$ cat config.mk
export PLATFORM = sky130hd
export DESIGN_NAME = wb_regfile
export DESIGN_NICKNAME = d
export VERILOG_FILES = /design/src/rtl/wb_regfile.sv
export SDC_FILE = /design/constraint.sdc
export NUM_CORES = 2
export LEC_CHECK = 0
export CORE_AREA = 3 3 310 312
export DETAILED_ROUTE_END_ITERATION = 10
export DIE_AREA = 0 0 313 315
export GPL_ROUTABILITY_DRIVEN = 1
export GPL_TIMING_DRIVEN = 1
export HOLD_SLACK_MARGIN = 0.03
export PLACE_DENSITY = 0.78
export SETUP_SLACK_MARGIN = 0.3
export SLEW_MARGIN = 20
export SYNTH_ARGS = -nofsm -noshare
export SYNTH_HDL_FRONTEND = slang
export SYNTH_SLANG_ARGS = --single-unit
$ cat constraint.sdc
create_clock -name clk -period 46.5 [get_ports clk]
set_clock_uncertainty 0.15 [all_clocks]
set_input_delay 6.975 -clock clk [delete_from_list [all_inputs] [get_ports clk]]
set_output_delay 6.975 -clock clk [all_outputs]
set_load 0.005 [all_outputs]
$ cat src/rtl/wb_regfile.sv
// wb_regfile: RV32I writeback stage, integer register file and retire counter.
// Selects the writeback value (ALU / extracted load / PC+4), commits it to
// x1..x31 and serves two combinational decode-stage read ports. x0 reads zero.
// Build option: define REGFILE_BYPASS_EN to make a same-cycle write to RsnD
// visible on RDnD (write-through); otherwise reads show the stored value only.
module wb_regfile #(
  parameter int XLEN = 32,
  parameter int NREG = 32
) (
  input  logic            clk,
  input  logic            reset,
  input  logic            ValidW,
  input  logic            RegWriteW,
  input  logic [1:0]      ResultSrcW,
  input  logic [2:0]      LoadCtrlW,
  input  logic [XLEN-1:0] ALUResultW,
  input  logic [XLEN-1:0] ReadDataW,
  input  logic [4:0]      RdW,
  input  logic [XLEN-1:0] PCPlus4W,
  input  logic [4:0]      Rs1D,
  input  logic [4:0]      Rs2D,
  output logic [XLEN-1:0] RD1D,
  output logic [XLEN-1:0] RD2D,
  output logic [XLEN-1:0] ResultW,
  output logic [63:0]     InstRetW
);

  logic [XLEN-1:0] r_regs [NREG];
  logic [63:0]     r_instret;

  logic [1:0]      w_off;
  logic [7:0]      w_byte;
  logic [15:0]     w_half;
  logic [XLEN-1:0] w_load;
  logic            w_wen;

  assign w_off = ALUResultW[1:0];
  assign w_wen = RegWriteW && (RdW != 5'd0);

  // Load extraction: pick byte/half by address offset, then extend.
  // Halfword ignores off[0]; misalignment is not trapped here.
  always_comb begin
    w_byte = ReadDataW[{w_off, 3'b000} +: 8];
    w_half = ReadDataW[{w_off[1], 4'b0000} +: 16];
    case (LoadCtrlW)
      3'b000:  w_load = {{(XLEN-8){w_byte[7]}}, w_byte};
      3'b001:  w_load = {{(XLEN-16){w_half[15]}}, w_half};
      3'b100:  w_load = {{(XLEN-8){1'b0}}, w_byte};
      3'b101:  w_load = {{(XLEN-16){1'b0}}, w_half};
      default: w_load = ReadDataW;
    endcase
  end

  // Writeback result mux; the reserved code 11 aliases to ALU.
  always_comb begin
    case (ResultSrcW)
      2'b01:   ResultW = w_load;
      2'b10:   ResultW = PCPlus4W;
      default: ResultW = ALUResultW;
    endcase
  end

  // Register array commit. Entry 0 is never written, ValidW is not used here
  // because the pipeline already clears RegWriteW on bubbles.
  always_ff @(posedge clk or posedge reset) begin
    if (reset) begin
      for (int i = 0; i < NREG; i++) r_regs[i] <= '0;
    end else if (w_wen) begin
      r_regs[RdW] <= ResultW;
    end
  end

  // Decode-stage read ports; x0 forced to zero independent of array contents.
  always_comb begin
    RD1D = (Rs1D == 5'd0) ? '0 : r_regs[Rs1D];
    RD2D = (Rs2D == 5'd0) ? '0 : r_regs[Rs2D];
`ifdef REGFILE_BYPASS_EN
    if (w_wen && (RdW == Rs1D)) RD1D = ResultW;
    if (w_wen && (RdW == Rs2D)) RD2D = ResultW;
`endif
  end

  // Retired-instruction counter; free-running 64-bit wrap.
  always_ff @(posedge clk or posedge reset) begin
    if (reset) begin
      r_instret <= '0;
    end else if (ValidW) begin
      r_instret <= r_instret + 64'd1;
    end
  end

  assign InstRetW = r_instret;

endmodule

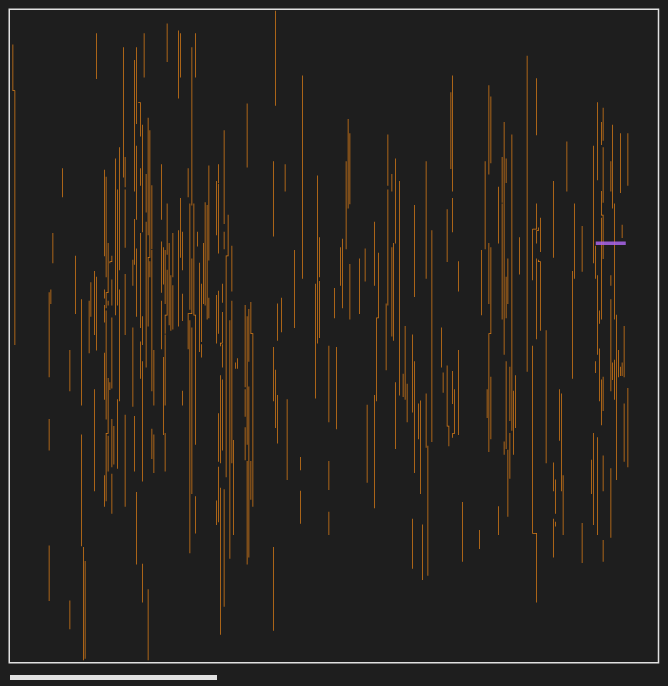
*Signal wires by layer*
The bar under the picture is 100 um long. Only two layers are drawn.
colour	layer	wire length
purple	metal 5	12.9 um
orange	metal 4	10,400 um

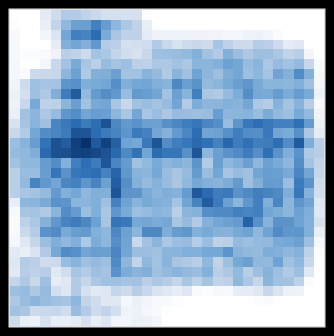
*Routed metal per tile*
The die is cut into 31 by 32 equal tiles; white is low, dark blue is high, scaled to the fullest tile. Values are wire area over tile area, all layers added.
tiles over half the peak	30%
fullest tile	0.85
mean over tiles	0.32
nearly empty tiles	11%

==> metrics.yaml <==
cts_max_level: 3
cpPeakStageDelay_ns: 1.01
grt_pass1_wl_um: 274000
ys_cells: 5216
wl_met3_um: 23100
first_global_vias: 45800
path_class: "primary input to output port"
drive_gt1_frac: 0.161
syn_area_um2: 56000
synthArstFlopShare: 1.00
simple_gate_area_frac: 0.109
cts_setup_buffers: 0
vias_per_cell: 6.91
max_freq_ghz: 0.0544
cts_buffers: 109
inverters: 46
seq_area_um2: 27200
die_y_um: 315
worstPathArrival_ns: 11.26
fin_crit_sh: 0.395
warnings: 44
track_usage: 0.365
post-synth-top-count-cell: "nand2_1"
peakVddDrop_mv: 0.0319
utilization: 0.679
syn_nets: 5339
synthMuxAreaShare: 0.212
synthTopCellsByCount: "nand2_1 (1,151), dfrtp_1 (1,088), o21ai_0 (943), clkbuf_1 (459), mux4_2 (451)"
cts_tree: "built"
setup_viol: 0
num_rows: 112
top_area_cell: "dfrtp_1"
gp_congestion: 0.902
dpl_cell_area_um2: 59500
n_tap_cell: 1254
root_buffer: "clkbuf_16"
pin_count: 280
grtUsageMet1: 0.490
end_kind: "output port"
maxSlewHeadroom: 0.0947
seq_share: 0.429
cts_resized: 0
fin_setup_tns_ns: 0
nNetsFinal: 5293
wire_per_inst_um: 27.5
logic_gate_count: 3534
hold_buffers: 0
synthTopLogicFamily: "multiplexers"
cp_slowest_cell: "clkdlybuf4s50_1"
crit_buf_inv: 3
ys_sh_adder: 0.000670
combGateArea_um2: 26800
startpoint_type: "primary input"
rsz0062_at_grt: "false"
clockBufferCount: 154
clock-sinks: 1088
final-clk-cell-share: 0.0610
busiest_layer: "met2"
grt_max_degree: 193
hold_path.class: "flip-flop to flip-flop"
min_period_ns: 18.39
drc: 0
synth-edff-count: 0
buf_share: 0.0590
synth-xor-area-share: 0.00986
fillers: 6737
fp_util: 0.600
path_cells: "clkdlybuf4s50_1 > nor2b_4 > buf_4 > a22o_1 > a211o_1 > nand2_1 > a21oi_1 > clkdlybuf4s50_1"
insertion_delay_ns: 0.70
timing.final.ws_setup_ns: 28.11
top_area_frac: 0.486
grt_antenna_before_repair: 5
status: "completed"
critPathTopFamily: "buffers and inverters"
die_area_um2: 98600
synth_flops: 1088
via_count: 45100
synthFlopType: "dfrtp_1"
avgSynthCellArea_um2: 10.7
portBuffers: 279
finalNonFillerCells: 6524
area_delta_synth_final_pct: 13.3
cp_common_cell: "clkdlybuf4s50_1"
-- worst paths after layout --
kind,start,end,slack [ns],depth (start not counted)
min reg2reg,r_regs[1005],r_regs[1005],0.24,0
min,r_regs[1005],r_regs[1005],0.24,0
max,Rs1D[3],RD1D[20],28.11,8
max reg2reg,InstRetW[0],InstRetW[62],43.53,6
max in group asynchronous,reset,r_regs[152],35.63,6
min in group asynchronous,reset,r_regs[619],6.53,2
-- worst register-to-register path, cell delays in order, from the launching register on --
cell and delay [ns]:
dfrtp_1 0.43, ha_1 0.26, nand4_1 0.11, nor2_1 0.45
nand4_1 0.75, nor4_1 0.57, xor2_1 0.17
-- report_power, final --
part	internal [W]	switching [W]	leakage, nW
combinational	0.000252	0.000264	10.9
sequential	0.00110	0.000127	14.4
clock	0.000560	0.000391	1.90
Power figures rest on the tool's default switching activity, not on a simulated workload.
